### config.mk
export PLATFORM = sky130hd
export DESIGN_NAME = id_ex_stage_flat
export DESIGN_NICKNAME = d
export VERILOG_FILES = /design/src/rtl/id_ex_stage_pkg.sv /design/src/rtl/id_ex_stage_if.sv /design/src/rtl/id_ex_stage_load_use_detect.sv /design/src/rtl/id_ex_stage.sv /design/src/flat_wrapper.sv
export SDC_FILE = /design/constraint.sdc
export NUM_CORES = 1
export LEC_CHECK = 0
export CORE_MARGIN = 1
export CORE_UTILIZATION = 40
export DETAILED_ROUTE_END_ITERATION = 16
export PLACE_DENSITY_LB_ADDON = 0.15
export SLEW_MARGIN = 20
export SYNTH_ARGS = -nofsm -noshare
export SYNTH_HDL_FRONTEND = slang
export SYNTH_SLANG_ARGS = --single-unit
### constraint.sdc
create_clock -name clk -period 2.65 [get_ports clk]
set_input_delay 0.265 -clock clk [delete_from_list [all_inputs] [get_ports clk]]
set_output_delay 0.265 -clock clk [all_outputs]
set_load 0.01 [all_outputs]
### src/rtl/id_ex_stage_pkg.sv
// ---------------------------------------------------------------------------
// id_ex_stage_pkg
// Shared definitions for the decode-to-execute pipeline register slice.
//   - default widths for data, register address and ALU opcode
//   - width of the hazard bubble counter
//   - FSM state encoding used by id_ex_stage
// ---------------------------------------------------------------------------
package id_ex_stage_pkg;

    localparam int DATA_W_DEF = 16;
    localparam int ADDR_W_DEF = 3;
    localparam int OP_W_DEF   = 4;
    localparam int CNT_W      = 16;

    typedef enum logic {
        RUN    = 1'b0,
        BUBBLE = 1'b1
    } state_t;

endpackage

### src/rtl/id_ex_stage_if.sv
// ---------------------------------------------------------------------------
// id_ex_stage_if
// Bundles the decode-side inputs, control inputs (hold/flush) and the
// execute-side outputs of id_ex_stage.
//   master : the surroundings (decode, hazard control, observers of ex_*)
//   slave  : the id_ex_stage register itself
// ---------------------------------------------------------------------------
interface id_ex_stage_if
    import id_ex_stage_pkg::*;
#(
    parameter int DATA_W = DATA_W_DEF,
    parameter int ADDR_W = ADDR_W_DEF,
    parameter int OP_W   = OP_W_DEF
);

    // Decode side
    logic              id_valid;
    logic [ADDR_W-1:0] id_wr_add;
    logic [ADDR_W-1:0] id_wr_add2;
    logic              id_uses_dst;
    logic              id_uses_src;
    logic [DATA_W-1:0] id_read_data1;
    logic [DATA_W-1:0] id_read_data2;
    logic              id_wb;
    logic              id_mem_read;
    logic              id_mem_write;
    logic [OP_W-1:0]   id_alu_op;

    // Pipeline control
    logic              hold;
    logic              flush;

    // Execute side
    logic              ex_valid;
    logic              ex_wb;
    logic              ex_mem_read;
    logic              ex_mem_write;
    logic [ADDR_W-1:0] ex_wr_add;
    logic [ADDR_W-1:0] ex_wr_add2;
    logic [DATA_W-1:0] ex_read_data1;
    logic [DATA_W-1:0] ex_read_data2;
    logic [OP_W-1:0]   ex_alu_op;
    logic              stall;
    logic [CNT_W-1:0]  bubble_count;

    modport master (
        output id_valid, id_wr_add, id_wr_add2, id_uses_dst, id_uses_src,
               id_read_data1, id_read_data2, id_wb, id_mem_read, id_mem_write,
               id_alu_op, hold, flush,
        input  ex_valid, ex_wb, ex_mem_read, ex_mem_write, ex_wr_add,
               ex_wr_add2, ex_read_data1, ex_read_data2, ex_alu_op, stall,
               bubble_count
    );

    modport slave (
        input  id_valid, id_wr_add, id_wr_add2, id_uses_dst, id_uses_src,
               id_read_data1, id_read_data2, id_wb, id_mem_read, id_mem_write,
               id_alu_op, hold, flush,
        output ex_valid, ex_wb, ex_mem_read, ex_mem_write, ex_wr_add,
               ex_wr_add2, ex_read_data1, ex_read_data2, ex_alu_op, stall,
               bubble_count
    );

endinterface

### src/rtl/id_ex_stage_load_use_detect.sv
// ---------------------------------------------------------------------------
// load_use_detect
// Purely combinational load-use hazard compare. Flags the case where the
// instruction in execute is a register-writing load and the instruction in
// decode reads that same register as an operand.
// Ports:
//   ex_valid, ex_mem_read, ex_wb, ex_wr_add : instruction currently in execute
//   id_valid, id_uses_src, id_wr_add2        : decode source operand
//   id_uses_dst, id_wr_add                   : decode destination-as-operand
//   hazard                                   : a bubble is required
// ---------------------------------------------------------------------------
module load_use_detect
    import id_ex_stage_pkg::*;
#(
    parameter int ADDR_W = ADDR_W_DEF
) (
    input  logic              ex_valid,
    input  logic              ex_mem_read,
    input  logic              ex_wb,
    input  logic [ADDR_W-1:0] ex_wr_add,
    input  logic              id_valid,
    input  logic              id_uses_src,
    input  logic [ADDR_W-1:0] id_wr_add2,
    input  logic              id_uses_dst,
    input  logic [ADDR_W-1:0] id_wr_add,
    output logic              hazard
);

    logic ex_is_load;
    logic src_match;
    logic dst_match;

    assign ex_is_load = ex_valid & ex_mem_read & ex_wb;
    assign src_match  = id_uses_src & (id_wr_add2 == ex_wr_add);
    assign dst_match  = id_uses_dst & (id_wr_add  == ex_wr_add);
    assign hazard     = ex_is_load & id_valid & (src_match | dst_match);

endmodule

### src/rtl/id_ex_stage.sv
// ---------------------------------------------------------------------------
// id_ex_stage
// Decode-to-execute pipeline register with load-use hazard bubble insertion.
// Ports:
//   clk  : rising-edge clock
//   rst  : synchronous, active-high reset
//   bus  : id_ex_stage_if.slave -- decode fields in, hold/flush in,
//          registered ex_* fields out, combinational stall out,
//          saturating bubble_count out
// Per-edge priority: rst > hold > flush/pending flush > hazard > normal load.
// A hold that coincides with a flush remembers the flush so the squash still
// happens on the first edge after the hold lifts.
// ---------------------------------------------------------------------------
module id_ex_stage
    import id_ex_stage_pkg::*;
#(
    parameter int DATA_W = DATA_W_DEF,
    parameter int ADDR_W = ADDR_W_DEF,
    parameter int OP_W   = OP_W_DEF
) (
    input  logic         clk,
    input  logic         rst,
    id_ex_stage_if.slave bus
);

    function automatic logic [CNT_W-1:0] sat_inc(input logic [CNT_W-1:0] v);
        if (v == {CNT_W{1'b1}}) begin
            return v;
        end
        return v + 1'b1;
    endfunction

    // ---- execute-side registers (stage p1) ----
    logic              vld_p1;
    logic              wb_p1;
    logic              mem_read_p1;
    logic              mem_write_p1;
    logic [ADDR_W-1:0] wr_add_p1;
    logic [ADDR_W-1:0] wr_add2_p1;
    logic signed [DATA_W-1:0] rd1_p1;
    logic signed [DATA_W-1:0] rd2_p1;
    logic [OP_W-1:0]   alu_op_p1;

    logic              vld_d;
    logic              wb_d;
    logic              mem_read_d;
    logic              mem_write_d;
    logic [ADDR_W-1:0] wr_add_d;
    logic [ADDR_W-1:0] wr_add2_d;
    logic signed [DATA_W-1:0] rd1_d;
    logic signed [DATA_W-1:0] rd2_d;
    logic [OP_W-1:0]   alu_op_d;

    state_t            state_q;
    state_t            state_d;
    logic              flush_pend_q;
    logic              flush_pend_d;
    logic [CNT_W-1:0]  bubble_cnt_q;
    logic [CNT_W-1:0]  bubble_cnt_d;

    logic              hazard;
    logic              flush_any;
    logic              take_hazard;

    load_use_detect #(
        .ADDR_W (ADDR_W)
    ) u_detect (
        .ex_valid    (vld_p1),
        .ex_mem_read (mem_read_p1),
        .ex_wb       (wb_p1),
        .ex_wr_add   (wr_add_p1),
        .id_valid    (bus.id_valid),
        .id_uses_src (bus.id_uses_src),
        .id_wr_add2  (bus.id_wr_add2),
        .id_uses_dst (bus.id_uses_dst),
        .id_wr_add   (bus.id_wr_add),
        .hazard      (hazard)
    );

    assign flush_any   = bus.flush | flush_pend_q;
    // In BUBBLE the compare is ignored so one hazard yields exactly one bubble.
    assign take_hazard = (state_q == RUN) & hazard;

    assign bus.stall = bus.hold | (take_hazard & ~flush_any);

    always_comb begin
        vld_d        = vld_p1;
        wb_d         = wb_p1;
        mem_read_d   = mem_read_p1;
        mem_write_d  = mem_write_p1;
        wr_add_d     = wr_add_p1;
        wr_add2_d    = wr_add2_p1;
        rd1_d        = rd1_p1;
        rd2_d        = rd2_p1;
        alu_op_d     = alu_op_p1;
        state_d      = state_q;
        flush_pend_d = flush_pend_q;
        bubble_cnt_d = bubble_cnt_q;

        if (bus.hold) begin
            flush_pend_d = flush_pend_q | bus.flush;
        end else if (flush_any | take_hazard) begin
            // Bubble: control cleared, datapath zeroed for clean waveforms.
            vld_d        = 1'b0;
            wb_d         = 1'b0;
            mem_read_d   = 1'b0;
            mem_write_d  = 1'b0;
            wr_add_d     = '0;
            wr_add2_d    = '0;
            rd1_d        = '0;
            rd2_d        = '0;
            alu_op_d     = '0;
            flush_pend_d = 1'b0;
            if (flush_any) begin
                state_d = RUN;
            end else begin
                state_d      = BUBBLE;
                bubble_cnt_d = sat_inc(bubble_cnt_q);
            end
        end else begin
            // An invalid decode slot must never write or touch memory.
            vld_d       = bus.id_valid;
            wb_d        = bus.id_valid & bus.id_wb;
            mem_read_d  = bus.id_valid & bus.id_mem_read;
            mem_write_d = bus.id_valid & bus.id_mem_write;
            wr_add_d    = bus.id_wr_add;
            wr_add2_d   = bus.id_wr_add2;
            rd1_d       = bus.id_read_data1;
            rd2_d       = bus.id_read_data2;
            alu_op_d    = bus.id_alu_op;
            state_d     = RUN;
        end
    end

    always_ff @(posedge clk) begin
        if (rst) begin
            vld_p1       <= 1'b0;
            wb_p1        <= 1'b0;
            mem_read_p1  <= 1'b0;
            mem_write_p1 <= 1'b0;
            wr_add_p1    <= '0;
            wr_add2_p1   <= '0;
            rd1_p1       <= '0;
            rd2_p1       <= '0;
            alu_op_p1    <= '0;
            state_q      <= RUN;
            flush_pend_q <= 1'b0;
            bubble_cnt_q <= '0;
        end else begin
            vld_p1       <= vld_d;
            wb_p1        <= wb_d;
            mem_read_p1  <= mem_read_d;
            mem_write_p1 <= mem_write_d;
            wr_add_p1    <= wr_add_d;
            wr_add2_p1   <= wr_add2_d;
            rd1_p1       <= rd1_d;
            rd2_p1       <= rd2_d;
            alu_op_p1    <= alu_op_d;
            state_q      <= state_d;
            flush_pend_q <= flush_pend_d;
            bubble_cnt_q <= bubble_cnt_d;
        end
    end

    assign bus.ex_valid      = vld_p1;
    assign bus.ex_wb         = wb_p1;
    assign bus.ex_mem_read   = mem_read_p1;
    assign bus.ex_mem_write  = mem_write_p1;
    assign bus.ex_wr_add     = wr_add_p1;
    assign bus.ex_wr_add2    = wr_add2_p1;
    assign bus.ex_read_data1 = rd1_p1;
    assign bus.ex_read_data2 = rd2_p1;
    assign bus.ex_alu_op     = alu_op_p1;
    assign bus.bubble_count  = bubble_cnt_q;

endmodule

### src/flat_wrapper.sv
// flat-port wrapper written by rule: the top's interface ports become plain ports
module id_ex_stage_flat import id_ex_stage_pkg::*;
#(
    parameter int DATA_W = DATA_W_DEF,
    parameter int ADDR_W = ADDR_W_DEF,
    parameter int OP_W   = OP_W_DEF
)
  (clk, rst, bus_id_valid, bus_id_wr_add, bus_id_wr_add2, bus_id_uses_dst, bus_id_uses_src, bus_id_read_data1, bus_id_read_data2, bus_id_wb, bus_id_mem_read, bus_id_mem_write, bus_id_alu_op, bus_hold, bus_flush, bus_ex_valid, bus_ex_wb, bus_ex_mem_read, bus_ex_mem_write, bus_ex_wr_add, bus_ex_wr_add2, bus_ex_read_data1, bus_ex_read_data2, bus_ex_alu_op, bus_stall, bus_bubble_count);
  id_ex_stage_if #(.DATA_W(DATA_W), .ADDR_W(ADDR_W), .OP_W(OP_W)) bus_i ();
  input  logic clk;
  input  logic rst;
  input wire logic [$bits(bus_i.id_valid)-1:0] bus_id_valid;
  input wire logic [$bits(bus_i.id_wr_add)-1:0] bus_id_wr_add;
  input wire logic [$bits(bus_i.id_wr_add2)-1:0] bus_id_wr_add2;
  input wire logic [$bits(bus_i.id_uses_dst)-1:0] bus_id_uses_dst;
  input wire logic [$bits(bus_i.id_uses_src)-1:0] bus_id_uses_src;
  input wire logic [$bits(bus_i.id_read_data1)-1:0] bus_id_read_data1;
  input wire logic [$bits(bus_i.id_read_data2)-1:0] bus_id_read_data2;
  input wire logic [$bits(bus_i.id_wb)-1:0] bus_id_wb;
  input wire logic [$bits(bus_i.id_mem_read)-1:0] bus_id_mem_read;
  input wire logic [$bits(bus_i.id_mem_write)-1:0] bus_id_mem_write;
  input wire logic [$bits(bus_i.id_alu_op)-1:0] bus_id_alu_op;
  input wire logic [$bits(bus_i.hold)-1:0] bus_hold;
  input wire logic [$bits(bus_i.flush)-1:0] bus_flush;
  output wire logic [$bits(bus_i.ex_valid)-1:0] bus_ex_valid;
  output wire logic [$bits(bus_i.ex_wb)-1:0] bus_ex_wb;
  output wire logic [$bits(bus_i.ex_mem_read)-1:0] bus_ex_mem_read;
  output wire logic [$bits(bus_i.ex_mem_write)-1:0] bus_ex_mem_write;
  output wire logic [$bits(bus_i.ex_wr_add)-1:0] bus_ex_wr_add;
  output wire logic [$bits(bus_i.ex_wr_add2)-1:0] bus_ex_wr_add2;
  output wire logic [$bits(bus_i.ex_read_data1)-1:0] bus_ex_read_data1;
  output wire logic [$bits(bus_i.ex_read_data2)-1:0] bus_ex_read_data2;
  output wire logic [$bits(bus_i.ex_alu_op)-1:0] bus_ex_alu_op;
  output wire logic [$bits(bus_i.stall)-1:0] bus_stall;
  output wire logic [$bits(bus_i.bubble_count)-1:0] bus_bubble_count;
  assign bus_i.id_valid = bus_id_valid;
  assign bus_i.id_wr_add = bus_id_wr_add;
  assign bus_i.id_wr_add2 = bus_id_wr_add2;
  assign bus_i.id_uses_dst = bus_id_uses_dst;
  assign bus_i.id_uses_src = bus_id_uses_src;
  assign bus_i.id_read_data1 = bus_id_read_data1;
  assign bus_i.id_read_data2 = bus_id_read_data2;
  assign bus_i.id_wb = bus_id_wb;
  assign bus_i.id_mem_read = bus_id_mem_read;
  assign bus_i.id_mem_write = bus_id_mem_write;
  assign bus_i.id_alu_op = bus_id_alu_op;
  assign bus_i.hold = bus_hold;
  assign bus_i.flush = bus_flush;
  assign bus_ex_valid = bus_i.ex_valid;
  assign bus_ex_wb = bus_i.ex_wb;
  assign bus_ex_mem_read = bus_i.ex_mem_read;
  assign bus_ex_mem_write = bus_i.ex_mem_write;
  assign bus_ex_wr_add = bus_i.ex_wr_add;
  assign bus_ex_wr_add2 = bus_i.ex_wr_add2;
  assign bus_ex_read_data1 = bus_i.ex_read_data1;
  assign bus_ex_read_data2 = bus_i.ex_read_data2;
  assign bus_ex_alu_op = bus_i.ex_alu_op;
  assign bus_stall = bus_i.stall;
  assign bus_bubble_count = bus_i.bubble_count;
  id_ex_stage #(.DATA_W(DATA_W), .ADDR_W(ADDR_W), .OP_W(OP_W)) u_core (.clk(clk), .rst(rst), .bus(bus_i));
endmodule
closeup.png
Region (27, 27) to (52, 52) um. Cells in grey, sequential cells in the stronger grey; small squares are vias.
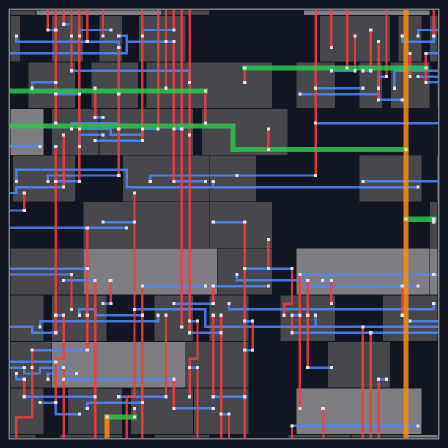
| colour | layer |
|---|---|
| orange | M4 |
| red | M2 |
| green | M3 |
| blue | M1 |
most frequent: clkdlybuf4s50_1 (6), xnor2_1 (5), buf_4 (4)
netlist names of flops here include: `u_core.bus.ex_wr_add` (3), `u_core.bus.ex_wr_add2` (1)
cells with their middle in the window: 39
sequential cells in the window: 4

sizing.png
(6 px per um)
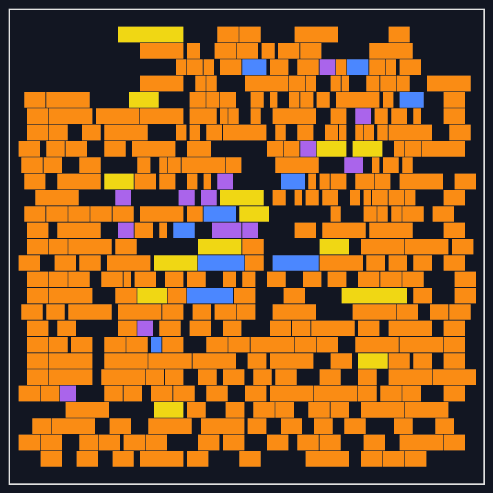
| colour | size | cells |
|---|---|---|
| yellow | x6 and larger | 14 |
| orange | x1 and smaller | 310 |
| blue | x2 | 10 |
| purple | x3 and x4 | 13 |

==> results.py <==
# Auto-generated metrics
metrics = {
    "final_layout": {
        "final_core_util_pct": 69.4,
        "buf_share_pct": 32.4,
        "nonClockInverterCount": 2,
        "diodes": 0,
        "largest_class": "registers",
    },
    "routing": {
        "num_vias": 2204,
        "highest_layer": "met4",
    },
    "placed_design": {
        "portBuffers": 114,
        "finalWeightedCongestion": 0.719,
    },
    "critical_path": {
        "cp_slowest_cell": "clkdlybuf4s50_1",
        "ff2ff_setup_slack_ns": 0.40,
        "cp.depth": 7,
    },
    "power": {
        "combinationalPower_uw": 218,
        "p_leak_uw": 0.00139,
        "powerClk_uw": 915,
    },
    "logic_synthesis": {
        "synth.distinct_cells": 30,
        "synth-compound-area-share_pct": 25.2,
        "yosys-stat-area_sq_um": 2360,
        "ys_sh_xor_pct": 2.22,
        "synth_area_sq_um": 2360,
        "yosysWarnings": 0,
        "top_area_cell": "dfxtp_1",
    },
    "cts": {
        "htreeDepth": 3,
        "numCtsBuffers": 9,
    },
    "worst_hold_path": {
        "hold_path_depth": 1,
    },
    "run_status": {
        "outcome": "completed",
    },
    "global_route": {
        "grt_max_degree": 30,
    },
    "floorplan": {
        "die_h_um": 78.9,
        "core_sq_um": 5610,
    },
    "final_timing": {
        "setup_slack_ns": 0.127,
    },
}
m2.png
(4 px per um)
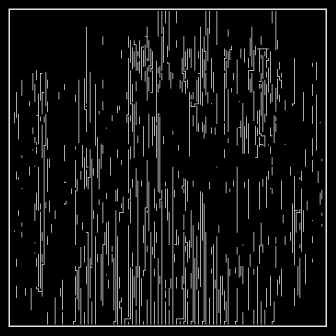
main direction: vertical
nets with wire on the layer: 348

Power is estimated from default activity; no workload was simulated.
